## src/rtl/i2c_reg_hold_ctrl_if.sv

```systemverilog
// i2c_reg_hold_ctrl_if: request/byte/hold-bank signals between the sequencer, I2C master and hold bank
interface i2c_reg_hold_ctrl_if;
    logic       start;
    logic       rd_req;
    logic       rd_ack;
    logic [6:0] dev_addr;
    logic [7:0] reg_addr;
    logic [2:0] byte_count;
    logic       byte_valid;
    logic [7:0] byte_in;
    logic       bus_err;
    logic [5:0] load;
    logic [7:0] data_out;
    logic       busy;
    logic       frame_done;
    logic       frame_err;
    modport master (
        input  start, rd_ack, byte_valid, byte_in, bus_err,
        output rd_req, dev_addr, reg_addr, byte_count, load, data_out, busy, frame_done, frame_err
    );
    modport slave (
        output start, rd_ack, byte_valid, byte_in, bus_err,
        input  rd_req, dev_addr, reg_addr, byte_count, load, data_out, busy, frame_done, frame_err
    );
endinterface

```

## src/rtl/i2c_reg_hold_ctrl.sv

```systemverilog
// i2c_reg_hold_ctrl: schedules 6-byte RTC burst reads and steers each byte into hold register 0..5
module i2c_reg_hold_ctrl #(
    parameter int         POLL_CYCLES    = 50_000_000,
    parameter int         TIMEOUT_CYCLES = 1_000_000,
    parameter logic [6:0] DEV_ADDR       = 7'h68,
    parameter logic [7:0] REG_ADDR       = 8'h00
) (
    input logic                   clk,
    input logic                   rst,
    i2c_reg_hold_ctrl_if.master   bus
);
    localparam int PW = $clog2(POLL_CYCLES);
    localparam int TW = $clog2(TIMEOUT_CYCLES);
    typedef enum logic [2:0] {IDLE, REQ, RECV, DONE, ERR} state_t;
    state_t nxt, state;
    logic [PW-1:0] poll_cnt;
    logic [TW-1:0] to_cnt;
    logic [2:0]    byte_idx;
    logic          poll_hit, to_hit, accept;
    assign bus.dev_addr   = DEV_ADDR;
    assign bus.reg_addr   = REG_ADDR;
    assign bus.byte_count = 3'd6;
    always_comb begin
        poll_hit = poll_cnt == PW'(POLL_CYCLES - 1);
        to_hit   = to_cnt == TW'(TIMEOUT_CYCLES - 1);
        accept   = state == RECV && bus.byte_valid && !bus.bus_err;
        nxt      = IDLE;
        case (state)
            IDLE:    nxt = (poll_hit || bus.start) ? REQ : IDLE;
            REQ:     nxt = bus.bus_err ? ERR : bus.rd_ack ? RECV : to_hit ? ERR : REQ;
            RECV:    nxt = bus.bus_err ? ERR : accept ? (byte_idx == 3'd5 ? DONE : RECV) : to_hit ? ERR : RECV;
            default: nxt = IDLE;
        endcase
    end
    always_ff @(posedge clk or negedge rst) begin
        if (!rst) state <= IDLE;
        else      state <= nxt;
    end
    // every output is a flop fed from the next state so it lines up with the state it reports
    always_ff @(posedge clk or negedge rst) begin
        if (!rst) begin
            poll_cnt       <= '0;
            to_cnt         <= '0;
            byte_idx       <= '0;
            bus.rd_req     <= 1'b0;
            bus.load       <= '0;
            bus.data_out   <= '0;
            bus.busy       <= 1'b0;
            bus.frame_done <= 1'b0;
            bus.frame_err  <= 1'b0;
        end else begin
            poll_cnt       <= (state == IDLE && nxt == IDLE) ? poll_cnt + 1'b1 : '0;
            to_cnt         <= ((state == REQ || state == RECV) && nxt == state && !accept) ? to_cnt + 1'b1 : '0;
            byte_idx       <= (state == RECV && nxt == RECV) ? byte_idx + 3'(accept) : '0;
            bus.load       <= accept ? 6'b1 << byte_idx : '0;
            bus.data_out   <= accept ? bus.byte_in : bus.data_out;
            bus.rd_req     <= nxt == REQ;
            bus.busy       <= nxt == REQ || nxt == RECV;
            bus.frame_done <= nxt == DONE;
            bus.frame_err  <= nxt == ERR || (bus.frame_err && !(state == IDLE && nxt == REQ));
        end
    end
endmodule

```

## src/flat_wrapper.sv

```systemverilog
// flat-port wrapper written by rule: the top's interface ports become plain ports
module i2c_reg_hold_ctrl_flat 
#(
    parameter int         POLL_CYCLES    = 50_000_000,
    parameter int         TIMEOUT_CYCLES = 1_000_000,
    parameter logic [6:0] DEV_ADDR       = 7'h68,
    parameter logic [7:0] REG_ADDR       = 8'h00
)
  (clk, rst, bus_start, bus_rd_ack, bus_byte_valid, bus_byte_in, bus_bus_err, bus_rd_req, bus_dev_addr, bus_reg_addr, bus_byte_count, bus_load, bus_data_out, bus_busy, bus_frame_done, bus_frame_err);
  i2c_reg_hold_ctrl_if bus_i ();
  input logic clk;
  input logic rst;
  input wire logic [$bits(bus_i.start)-1:0] bus_start;
  input wire logic [$bits(bus_i.rd_ack)-1:0] bus_rd_ack;
  input wire logic [$bits(bus_i.byte_valid)-1:0] bus_byte_valid;
  input wire logic [$bits(bus_i.byte_in)-1:0] bus_byte_in;
  input wire logic [$bits(bus_i.bus_err)-1:0] bus_bus_err;
  output wire logic [$bits(bus_i.rd_req)-1:0] bus_rd_req;
  output wire logic [$bits(bus_i.dev_addr)-1:0] bus_dev_addr;
  output wire logic [$bits(bus_i.reg_addr)-1:0] bus_reg_addr;
  output wire logic [$bits(bus_i.byte_count)-1:0] bus_byte_count;
  output wire logic [$bits(bus_i.load)-1:0] bus_load;
  output wire logic [$bits(bus_i.data_out)-1:0] bus_data_out;
  output wire logic [$bits(bus_i.busy)-1:0] bus_busy;
  output wire logic [$bits(bus_i.frame_done)-1:0] bus_frame_done;
  output wire logic [$bits(bus_i.frame_err)-1:0] bus_frame_err;
  assign bus_i.start = bus_start;
  assign bus_i.rd_ack = bus_rd_ack;
  assign bus_i.byte_valid = bus_byte_valid;
  assign bus_i.byte_in = bus_byte_in;
  assign bus_i.bus_err = bus_bus_err;
  assign bus_rd_req = bus_i.rd_req;
  assign bus_dev_addr = bus_i.dev_addr;
  assign bus_reg_addr = bus_i.reg_addr;
  assign bus_byte_count = bus_i.byte_count;
  assign bus_load = bus_i.load;
  assign bus_data_out = bus_i.data_out;
  assign bus_busy = bus_i.busy;
  assign bus_frame_done = bus_i.frame_done;
  assign bus_frame_err = bus_i.frame_err;
  i2c_reg_hold_ctrl #(.POLL_CYCLES(POLL_CYCLES), .TIMEOUT_CYCLES(TIMEOUT_CYCLES), .DEV_ADDR(DEV_ADDR), .REG_ADDR(REG_ADDR)) u_core (.clk(clk), .rst(rst), .bus(bus_i));
endmodule
```

## config.mk

```make
export PLATFORM = sky130hd
export DESIGN_NAME = i2c_reg_hold_ctrl_flat
export DESIGN_NICKNAME = d
export VERILOG_FILES = /design/src/rtl/i2c_reg_hold_ctrl_if.sv /design/src/rtl/i2c_reg_hold_ctrl.sv /design/src/flat_wrapper.sv
export SDC_FILE = /design/constraint.sdc
export NUM_CORES = 1
export LEC_CHECK = 0
export CAP_MARGIN = 20
export CORE_MARGIN = 2
export CORE_UTILIZATION = 51
export CTS_BUF_LIST = sky130_fd_sc_hd__clkbuf_4
export DETAILED_ROUTE_END_ITERATION = 8
export PLACE_DENSITY = 0.84
export SYNTH_ARGS = -nofsm -noshare
export SYNTH_HDL_FRONTEND = slang
export SYNTH_SLANG_ARGS = --single-unit
```

## constraint.sdc

```tcl
create_clock -name clk -period 2 [get_ports clk]
set_input_delay 0.2 -clock clk [delete_from_list [all_inputs] [get_ports clk]]
set_output_delay 0.2 -clock clk [all_outputs]
set_load 0.05 [all_outputs]
```

==> impl_metrics.env, run 1 <==
# source this file to load flow results
export IMPL_holdPathStages=3
export IMPL_met2_usage=0.331
export IMPL_timing_final_ws_setup_ns=0.0148
export IMPL_powerDensity_mw_per_mm2=861
export IMPL_max_freq_ghz=0.504
export IMPL_drtIter0Drc=82
export IMPL_xor_area_frac=0.109
export IMPL_setup_tns_final_ns=0
export IMPL_wl_met2_microns=3510
export IMPL_nNetsFinal=424
export IMPL_htree_levels=3
export IMPL_min_from="bus_byte_in[2]"
export IMPL_non_clock_buffer_area_share=0.130
export IMPL_crit_path_end="u_core.to_cnt[9]$_DFF_PN0_"
export IMPL_place_area_sq_mm=0.00391
export IMPL_critPathLaunch="u_core.to_cnt[6]$_DFF_PN0_"
export IMPL_hold_violations=0
export IMPL_coreArea_sq_mm=0.00668
export IMPL_drc=0
export IMPL_adder_share=0.0144
export IMPL_place_ws_ns=0.0473
export IMPL_ys_sh_simple=0.273
export IMPL_grt_pass1_wl_microns=11200
export IMPL_p_comb_mw=1.11
export IMPL_yosys_area_sq_mm=0.00346
export IMPL_syn_area_sq_mm=0.00346
export IMPL_stdcell_area_sq_mm=0.00406
export IMPL_ir_worst_vdd_mv=0.767
export IMPL_reg2reg_to="u_core.to_cnt[9]$_DFF_PN0_"
export IMPL_avgSynthCellArea_sq_um=9.84
export IMPL_power_frac_comb=0.318
export IMPL_holdBufCountCts=1
export IMPL_clk_path_buf_depth=2
export IMPL_totalWireLength_microns=6570
export IMPL_flop_cell="dfrtp_1"
export IMPL_chipHeight_microns=86.4
export IMPL_synth_async_reset_ratio=1.00
export IMPL_setup_viol=0
export IMPL_finalCritPeriodShare=0.993
export IMPL_final_fill_count=539
export IMPL_mux_share=0
export IMPL_top_cell="dfrtp_1"
export IMPL_fp_utilization=0.519
export IMPL_worst_path_stages=6
export IMPL_n_all_inverters=9
export IMPL_ys_top_cells_by_count="dfrtp_1 (70), nand2_1 (39), nor2_1 (39), nor3_1 (27), xor2_1 (24)"
export IMPL_fin_cells=490
export IMPL_largest_register="u_core.poll_cnt"
export IMPL_relSlewSlack=0.649
export IMPL_drt_met1_wl_microns=2700
export IMPL_cp_start_kind="flop"
export IMPL_critPathKind="flop to flop"
export IMPL_clock_sinks=70
export IMPL_path_cells="or4_4 -> nor4_4 -> nand3_2 -> a21boi_2 -> buf_12 -> nor3_1"
export IMPL_top_layer="met4"
export IMPL_p_leak_nw=1.81
export IMPL_logic_gate_count=261
export IMPL_dp_cells=471
export IMPL_cts_root_buf="clkbuf_4"
export IMPL_status="finished, final reports clean"
export IMPL_grtUsageMet3=0.0610
export IMPL_die_w_microns=86.4
export IMPL_synth_edff_count=0
export IMPL_synth_logic_top_family="simple AND/OR/NAND/NOR gates"
export IMPL_n_all_buffers=55
export IMPL_design_seq_count=70
export IMPL_swShare=0.375
export IMPL_wl_met3_microns=243
export IMPL_synthDominantCellAreaShare=0.506
export IMPL_path_delay_family="simple AND/OR/NAND/NOR gates"
export IMPL_gr_max_usage_layer="met2"
export IMPL_crit_arrival_ns=2.28
export IMPL_largest_reg_flops=26
export IMPL_via_per_inst=5.33
export IMPL_layout_top_cell="dfrtp_1"
export IMPL_pwr_share_clk=0.213
export IMPL_fin_skew_ns=0.0119
export IMPL_synth_compound_area_share=0.0260
export IMPL_drt_pass1_iterations=4
export IMPL_ys_flops=70
export IMPL_tool_warnings=27
export IMPL_p_int_mw=2.18
export IMPL_total_power_mw=3.49
export IMPL_sh_comb_area=0.379
export IMPL_yosys_area_top_type="dfrtp_1"
export IMPL_crit_required_ns=2.30
export IMPL_dominant_cells="registers"
export IMPL_ant_nets=0
export IMPL_cts_setup_buffers=0
export IMPL_grt_pass1_vias=2575
export IMPL_top_regs="u_core.poll_cnt: 26 flops, u_core.to_cnt: 20 flops, u_core.bus.data_out: 8 flops"
export IMPL_nWellTaps=80
export IMPL_r2r_start="u_core.to_cnt[6]$_DFF_PN0_"
export IMPL_worstSetupEndpointType="flop"
export IMPL_power_switching_mw=1.31
export IMPL_drive_gt1_frac=0.117
export IMPL_antenna_found_initial=0
export IMPL_grt_remaining_overflow=0
export IMPL_crit_path_max_fanout=20
export IMPL_final_clk_cell_share=0.0265
export IMPL_cts_resized=0
export IMPL_regToRegSetupSlack_ns=0.01
export IMPL_hold_path_class="input pin to flop"
export IMPL_clkbuf_count=11
export IMPL_worstMarginPinSlew_ns=0.524
export IMPL_whs_endpoint="u_core.bus.data_out[2]$_DFFE_PN0P_"
export IMPL_clock_latency_ns=0.42
export IMPL_netlist_instances=352
export IMPL_num_vias=2611
export IMPL_grt_max_degree=38
export IMPL_fp_row_count=30
export IMPL_grt_use_total=0.193
export IMPL_r2r_cells=6
export IMPL_numCtsBuffers=9
export IMPL_slowest_stage="or4_4"
export IMPL_drv_cap=0
export IMPL_powerClk_mw=0.745
export IMPL_ys_top_cells_by_area="dfrtp_1 (51%), xor2_1 (6.1%), xnor2_1 (4.8%)"
export IMPL_cpPeakStageDelay_ns=0.54
export IMPL_timing_hold_ws_ns=0.302
export IMPL_final_cell_mix="dfrtp_1 (70), nor2_1 (39), nand2_1 (39), clkdlybuf4s50_1 (30), nor3_1 (27)"
export IMPL_cts_tree="built"
export IMPL_clkTransAtPathRegs_ns=0.11
export IMPL_die_area_sq_mm=0.00747
export IMPL_fin_crit_ns=1.99
export IMPL_combGateArea_sq_mm=0.00154
export IMPL_drv_slew=0
export IMPL_critPathBufInv=1
export IMPL_synthToLayoutAreaGrowth_pct=17.0
export IMPL_maxPowerGroup="sequential cells"
### Wires at chosen ports, followed through buffers, run 1

The bar under the picture is 20 microns long.
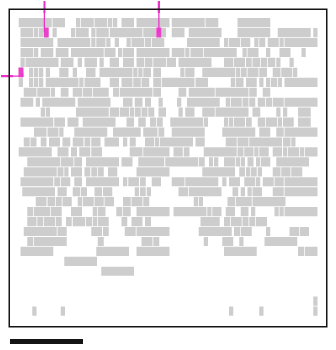
`bus_byte_count` -> magenta  # bits 3, direction output, end cells 3, wire 15.5 microns
io pins: 50
input/output buffers: 31

### Routing congestion, run 1

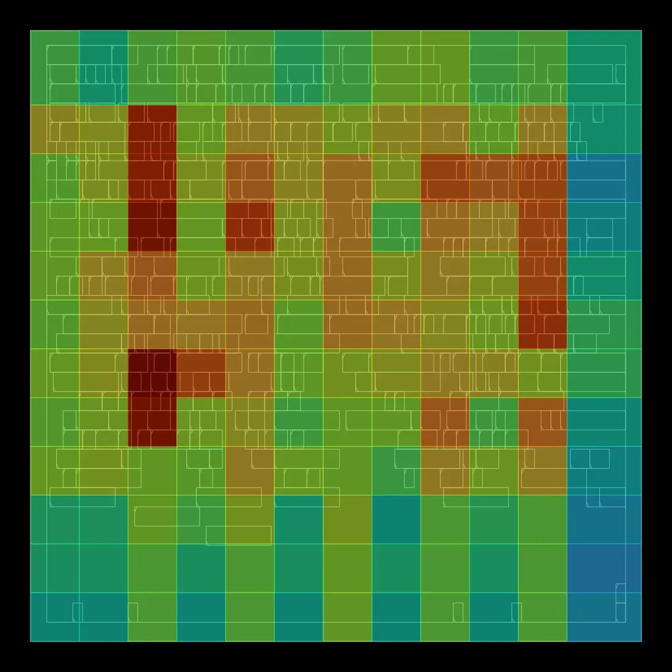
Routed WL per cell: 13.4 microns
GR Layer Usage met1: 0.221

### Register map, names as in the netlist, run 1

Other sequential cells in the stronger gray, the rest of the logic in the fainter gray.
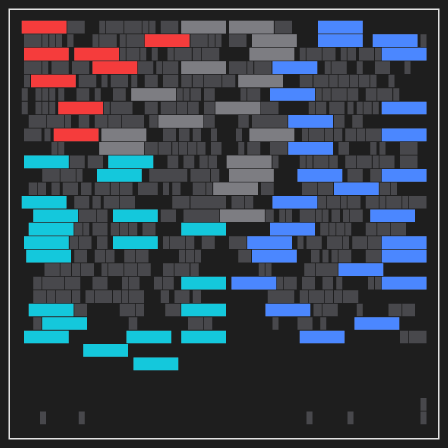
`u_core.bus.data_out` -> red  # sequential cells 8, where top left
`u_core.to_cnt` -> cyan  # sequential cells 20
`u_core.poll_cnt` -> blue  # sequential cells 26
final core occ: 0.607
Seq/total area: 0.432
P_seq: 1.64 mW
Sequential Area: 0.00175 sq mm

### Signal wires on met1, run 1

Supply wires on this layer in gray.
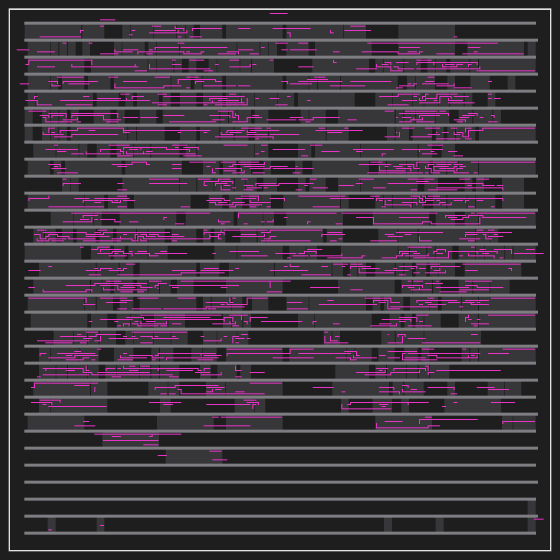

## Run 2: what changed since run 1
--- a/config.mk
+++ b/config.mk
@@ -11,6 +11,7 @@
 export CTS_BUF_LIST = sky130_fd_sc_hd__clkbuf_4
 export DETAILED_ROUTE_END_ITERATION = 8
 export PLACE_DENSITY = 0.84
+export REMOVE_ABC_BUFFERS = 1
 export SYNTH_ARGS = -nofsm -noshare
 export SYNTH_HDL_FRONTEND = slang
 export SYNTH_SLANG_ARGS = --single-unit
### Signal wires on met1, run 2

Supply wires on this layer in gray.
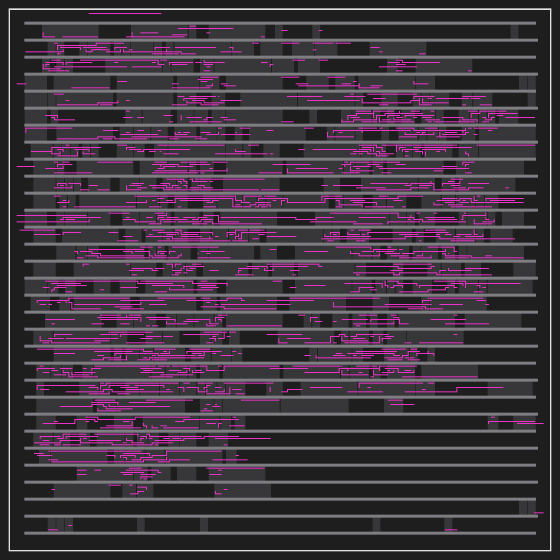
main direction = horizontal
longest straight run = 17.0 microns
nets with wire on the layer = 384
GR Layer Usage met1: 0.260
Routed WL: 6950 microns

==> impl_metrics.env, run 2 <==
# source this file to load flow results
export IMPL_status="finished with violations"
export IMPL_violations="negative setup slack"
export IMPL_synth_async_reset_ratio=1.00
export IMPL_nWellTaps=80
export IMPL_total_power_mw=3.77
export IMPL_critPathLaunch="u_core.to_cnt[7]$_DFF_PN0_"
export IMPL_place_ws_ns=0.0178
export IMPL_n_all_buffers=59
export IMPL_avgRoutedWirePerCell_microns=14.0
export IMPL_final_fill_count=537
export IMPL_critPathBufInv=1
export IMPL_clock_sinks=70
export IMPL_fp_row_count=30
export IMPL_worstMarginPinSlew_ns=0.528
export IMPL_synthDominantCellAreaShare=0.506
export IMPL_drive_gt1_frac=0.133
export IMPL_power_switching_mw=1.36
export IMPL_setup_tns_final_ns=-0.318
export IMPL_tool_warnings=26
export IMPL_drt_met1_wl_microns=3060
export IMPL_stdcell_area_sq_mm=0.00418
export IMPL_grt_pass1_wl_microns=11900
export IMPL_design_seq_count=70
export IMPL_ant_nets=0
export IMPL_synth_logic_top_family="simple AND/OR/NAND/NOR gates"
export IMPL_fin_cells=495
export IMPL_path_cells="or4b_4 -> nor4_4 -> nand3_2 -> a21boi_2 -> buf_12 -> nor3_1"
export IMPL_drv_slew=0
export IMPL_fin_skew_ns=0.0102
export IMPL_setup_viol=20
export IMPL_adder_share=0.0144
export IMPL_grtUsageMet3=0.0543
export IMPL_final_clk_cell_share=0.0374
export IMPL_critPathKind="flop to flop"
export IMPL_synthToLayoutAreaGrowth_pct=20.6
export IMPL_grt_use_total=0.199
export IMPL_top_cell="dfrtp_1"
export IMPL_combGateArea_sq_mm=0.00156
export IMPL_coreArea_sq_mm=0.00668
export IMPL_p_comb_mw=1.14
export IMPL_r2r_cells=6
export IMPL_ys_flops=70
export IMPL_drt_pass1_iterations=4
export IMPL_boundaryPins=50
export IMPL_xor_area_frac=0.109
export IMPL_yosys_area_sq_mm=0.00346
export IMPL_die_area_sq_mm=0.00747
export IMPL_top_regs="u_core.poll_cnt: 26 flops, u_core.to_cnt: 20 flops, u_core.bus.data_out: 8 flops"
export IMPL_chipHeight_microns=86.4
export IMPL_ys_top_cells_by_area="dfrtp_1 (51%), xor2_1 (6.1%), xnor2_1 (4.8%)"
export IMPL_avgSynthCellArea_sq_um=9.84
export IMPL_top_layer="met4"
export IMPL_wl_met2_microns=3370
export IMPL_hold_violations=0
export IMPL_htree_levels=3
export IMPL_powerClk_mw=1.00
export IMPL_powerDensity_mw_per_mm2=903
export IMPL_largest_register="u_core.poll_cnt"
export IMPL_ys_cells=352
export IMPL_holdBufCountCts=1
export IMPL_timing_final_ws_setup_ns=-0.0248
export IMPL_hold_path_class="input pin to flop"
export IMPL_grt_remaining_overflow=0
export IMPL_logic_gate_count=261
export IMPL_dominant_cells="registers"
export IMPL_seq_area_frac=0.419
export IMPL_antenna_found_initial=0
export IMPL_p_seq_mw=1.63
export IMPL_flop_area_sq_mm=0.00175
export IMPL_maxPowerGroup="sequential cells"
export IMPL_cts_root_buf="clkbuf_4"
export IMPL_grt_max_degree=40
export IMPL_cts_resized=0
export IMPL_min_from="bus_byte_in[5]"
export IMPL_non_clock_buffer_area_share=0.139
export IMPL_holdPathStages=3
export IMPL_dp_cells=473
export IMPL_gr_max_usage_layer="met2"
export IMPL_largest_reg_flops=26
export IMPL_drv_cap=0
export IMPL_timing_hold_ws_ns=0.293
export IMPL_worstSetupEndpointType="flop"
export IMPL_sh_comb_area=0.372
export IMPL_synth_edff_count=0
export IMPL_crit_arrival_ns=2.33
export IMPL_max_freq_ghz=0.494
export IMPL_worst_path_stages=6
export IMPL_p_int_mw=2.42
export IMPL_pwr_share_clk=0.266
export IMPL_yosys_area_top_type="dfrtp_1"
export IMPL_power_frac_comb=0.301
export IMPL_layout_top_cell="dfrtp_1"
export IMPL_mux_share=0
export IMPL_crit_path_max_fanout=20
export IMPL_reg2reg_to="u_core.to_cnt[15]$_DFF_PN0_"
export IMPL_relSlewSlack=0.647
export IMPL_fin_crit_ns=2.02
export IMPL_regToRegSetupSlack_ns=-0.02
export IMPL_drtIter0Drc=103
export IMPL_finalCritPeriodShare=1.01
export IMPL_io_buffers=31
export IMPL_ir_worst_vdd_mv=0.848
export IMPL_ys_top_cells_by_count="dfrtp_1 (70), nand2_1 (39), nor2_1 (39), nor3_1 (27), xor2_1 (24)"
export IMPL_syn_area_sq_mm=0.00346
export IMPL_flop_cell="dfrtp_1"
export IMPL_final_cell_mix="dfrtp_1 (70), nor2_1 (39), nand2_1 (39), clkdlybuf4s50_1 (30), nor3_1 (26)"
export IMPL_cp_start_kind="flop"
export IMPL_r2r_start="u_core.to_cnt[7]$_DFF_PN0_"
export IMPL_place_area_sq_mm=0.00395
export IMPL_clock_latency_ns=0.42
export IMPL_clkTransAtPathRegs_ns=0.11
export IMPL_grt_pass1_vias=2622
export IMPL_clk_path_buf_depth=2
export IMPL_synth_compound_area_share=0.0260
### The metal 2 layer, run 2

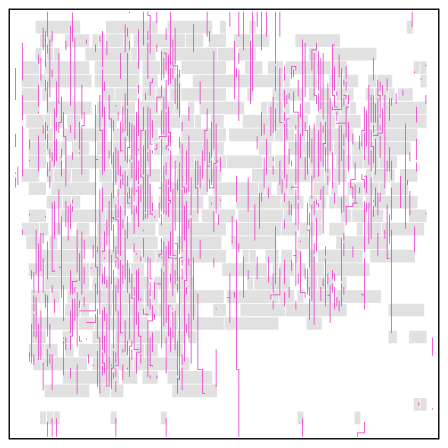
nets with wire on the layer = 370
share of all routed wire = 49%
main direction = vertical
wire length on this layer = 3370 microns
longest straight run = 37.4 microns
GRT met2 Usage: 0.322
via count: 2712

## Run 3: what changed since run 2
--- a/config.mk
+++ b/config.mk
@@ -9,6 +9,7 @@
 export CORE_MARGIN = 2
 export CORE_UTILIZATION = 51
 export CTS_BUF_LIST = sky130_fd_sc_hd__clkbuf_4
+export CTS_CLUSTER_SIZE = 20
 export DETAILED_ROUTE_END_ITERATION = 8
 export PLACE_DENSITY = 0.84
 export REMOVE_ABC_BUFFERS = 1
### Register map, names as in the netlist, run 3

Other sequential cells in the stronger gray, the rest of the logic in the fainter gray.
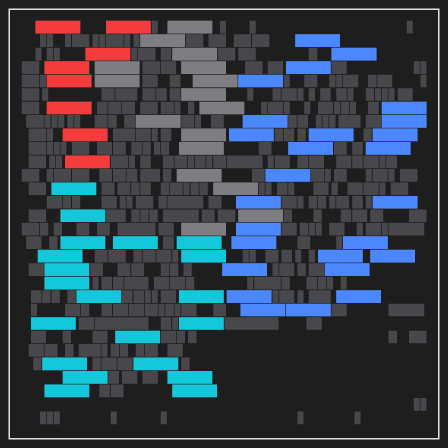
`u_core.bus.data_out` -> red  # sequential cells 8, where top left
`u_core.poll_cnt` -> blue  # sequential cells 26
`u_core.to_cnt` -> cyan  # sequential cells 20
not colored = 16
P_seq: 1.63 mW
final core occ: 0.625
Seq/total area: 0.419

==> impl_metrics.env, run 3 <==
# source this file to load flow results
export IMPL_met2_usage=0.322
export IMPL_synth_compound_area_share=0.0260
export IMPL_cp_start_kind="flop"
export IMPL_nNetsFinal=428
export IMPL_wl_met3_microns=364
export IMPL_critPathLaunch="u_core.to_cnt[7]$_DFF_PN0_"
export IMPL_timing_hold_ws_ns=0.293
export IMPL_ys_types=43
export IMPL_clock_latency_ns=0.42
export IMPL_fin_crit_ns=2.02
export IMPL_mux_share=0
export IMPL_critPathBufInv=1
export IMPL_largest_register="u_core.poll_cnt"
export IMPL_drtIter0Drc=103
export IMPL_holdBufCountCts=1
export IMPL_final_fill_count=537
export IMPL_yosys_area_sq_mm=0.00346
export IMPL_synth_seq_share=0.506
export IMPL_via_per_inst=5.48
export IMPL_cts_root_buf="clkbuf_4"
export IMPL_synthDominantCellAreaShare=0.506
export IMPL_boundaryPins=50
export IMPL_r2r_start="u_core.to_cnt[7]$_DFF_PN0_"
export IMPL_ys_cells=352
export IMPL_p_comb_mw=1.14
export IMPL_xor_area_frac=0.109
export IMPL_design_seq_count=70
export IMPL_n_all_buffers=59
export IMPL_nWellTaps=80
export IMPL_num_vias=2712
export IMPL_largest_reg_flops=26
export IMPL_place_ws_ns=0.0178
export IMPL_p_leak_nw=1.86
export IMPL_sh_comb_area=0.372
export IMPL_final_clk_cell_share=0.0374
export IMPL_cpPeakStageDelay_ns=0.55
export IMPL_antenna_found_initial=0
export IMPL_cts_tree="built"
export IMPL_coreArea_sq_mm=0.00668
export IMPL_gr_max_usage_layer="met2"
export IMPL_top_cell="dfrtp_1"
export IMPL_finalCritPeriodShare=1.01
export IMPL_adder_share=0.0144
export IMPL_setup_tns_final_ns=-0.318
export IMPL_cts_setup_buffers=0
export IMPL_pwr_share_clk=0.266
export IMPL_crit_path_max_fanout=20
export IMPL_worstSetupEndpointType="flop"
export IMPL_max_freq_ghz=0.494
export IMPL_chipHeight_microns=86.4
export IMPL_status="finished with violations"
export IMPL_io_buffers=31
export IMPL_ir_worst_vdd_mv=0.848
export IMPL_dominant_cells="registers"
export IMPL_grt_remaining_overflow=0
export IMPL_drt_pass1_iterations=4
export IMPL_grt_max_degree=40
export IMPL_r2r_cells=6
export IMPL_htree_levels=3
export IMPL_place_area_sq_mm=0.00395
export IMPL_critPathKind="flop to flop"
export IMPL_synth_logic_top_family="simple AND/OR/NAND/NOR gates"
export IMPL_p_int_mw=2.42
export IMPL_min_from="bus_byte_in[5]"
export IMPL_fp_row_count=30
export IMPL_holdPathStages=3
export IMPL_path_delay_family="simple AND/OR/NAND/NOR gates"
export IMPL_violations="negative setup slack"
export IMPL_netlist_instances=352
export IMPL_worst_path_stages=6
export IMPL_hold_path_class="input pin to flop"
export IMPL_clock_sinks=70
export IMPL_crit_path_end="u_core.to_cnt[15]$_DFF_PN0_"
export IMPL_cts_resized=0
export IMPL_grt_pass1_wl_microns=11900
export IMPL_tool_warnings=26
export IMPL_logic_gate_count=261
export IMPL_die_w_microns=86.4
export IMPL_clk_path_buf_depth=2
export IMPL_non_clock_buffer_area_share=0.139
export IMPL_slowest_stage="or4b_4"
export IMPL_top_layer="met4"
export IMPL_total_power_mw=3.77
export IMPL_dp_cells=473
export IMPL_power_frac_comb=0.301
export IMPL_powerClk_mw=1.00
export IMPL_crit_required_ns=2.31
export IMPL_fin_skew_ns=0.0102
export IMPL_regToRegSetupSlack_ns=-0.02
export IMPL_relSlewSlack=0.647
export IMPL_wl_met2_microns=3370
export IMPL_ys_sh_simple=0.273
export IMPL_syn_area_sq_mm=0.00346
export IMPL_maxPowerGroup="sequential cells"
export IMPL_grt_pass1_vias=2622
export IMPL_totalWireLength_microns=6950
export IMPL_grt_use_total=0.199
export IMPL_drt_met1_wl_microns=3060
export IMPL_clkbuf_count=9
export IMPL_ant_nets=0
export IMPL_stdcell_area_sq_mm=0.00418
export IMPL_clkTransAtPathRegs_ns=0.11
export IMPL_gr_usage_met1=0.260
export IMPL_ys_top_cells_by_count="dfrtp_1 (70), nand2_1 (39), nor2_1 (39), nor3_1 (27), xor2_1 (24)"
export IMPL_flop_cell="dfrtp_1"
export IMPL_drc=0
export IMPL_drv_cap=0
export IMPL_worstMarginPinSlew_ns=0.528
export IMPL_fin_cells=495
export IMPL_flop_area_sq_mm=0.00175
export IMPL_path_cells="or4b_4 -> nor4_4 -> nand3_2 -> a21boi_2 -> buf_12 -> nor3_1"
export IMPL_synth_async_reset_ratio=1.00
export IMPL_n_all_inverters=9
export IMPL_synth_edff_count=0
export IMPL_timing_final_ws_setup_ns=-0.0248
export IMPL_fp_utilization=0.519
export IMPL_yosys_area_top_type="dfrtp_1"
export IMPL_power_switching_mw=1.36
export IMPL_whs_endpoint="u_core.bus.data_out[5]$_DFFE_PN0P_"
export IMPL_setup_viol=20
export IMPL_ys_top_cells_by_area="dfrtp_1 (51%), xor2_1 (6.1%), xnor2_1 (4.8%)"
export IMPL_drive_gt1_frac=0.133
export IMPL_layout_top_cell="dfrtp_1"
export IMPL_hold_violations=0
export IMPL_swShare=0.359
export IMPL_synthToLayoutAreaGrowth_pct=20.6
export IMPL_ys_flops=70
export IMPL_numCtsBuffers=9
### Routing congestion, run 3

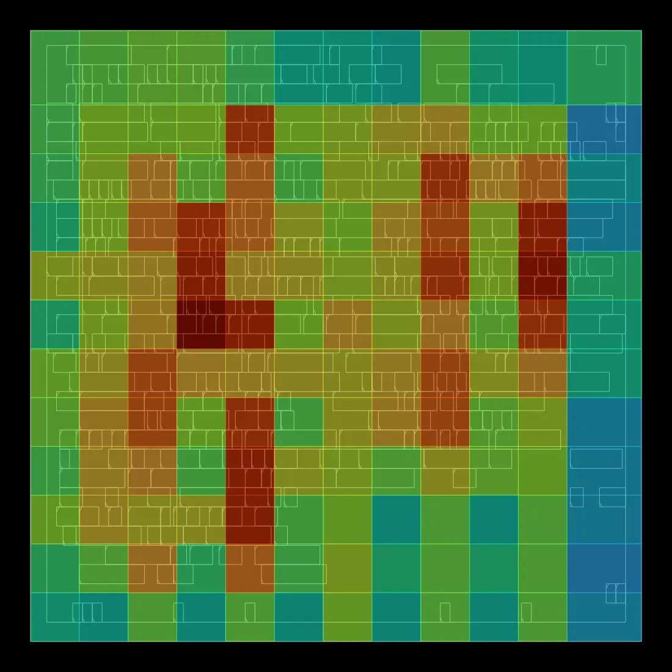
GR Util met3: 0.0543
Routed WL per cell: 14.0 microns

Power is estimated from default activity; no workload was simulated.
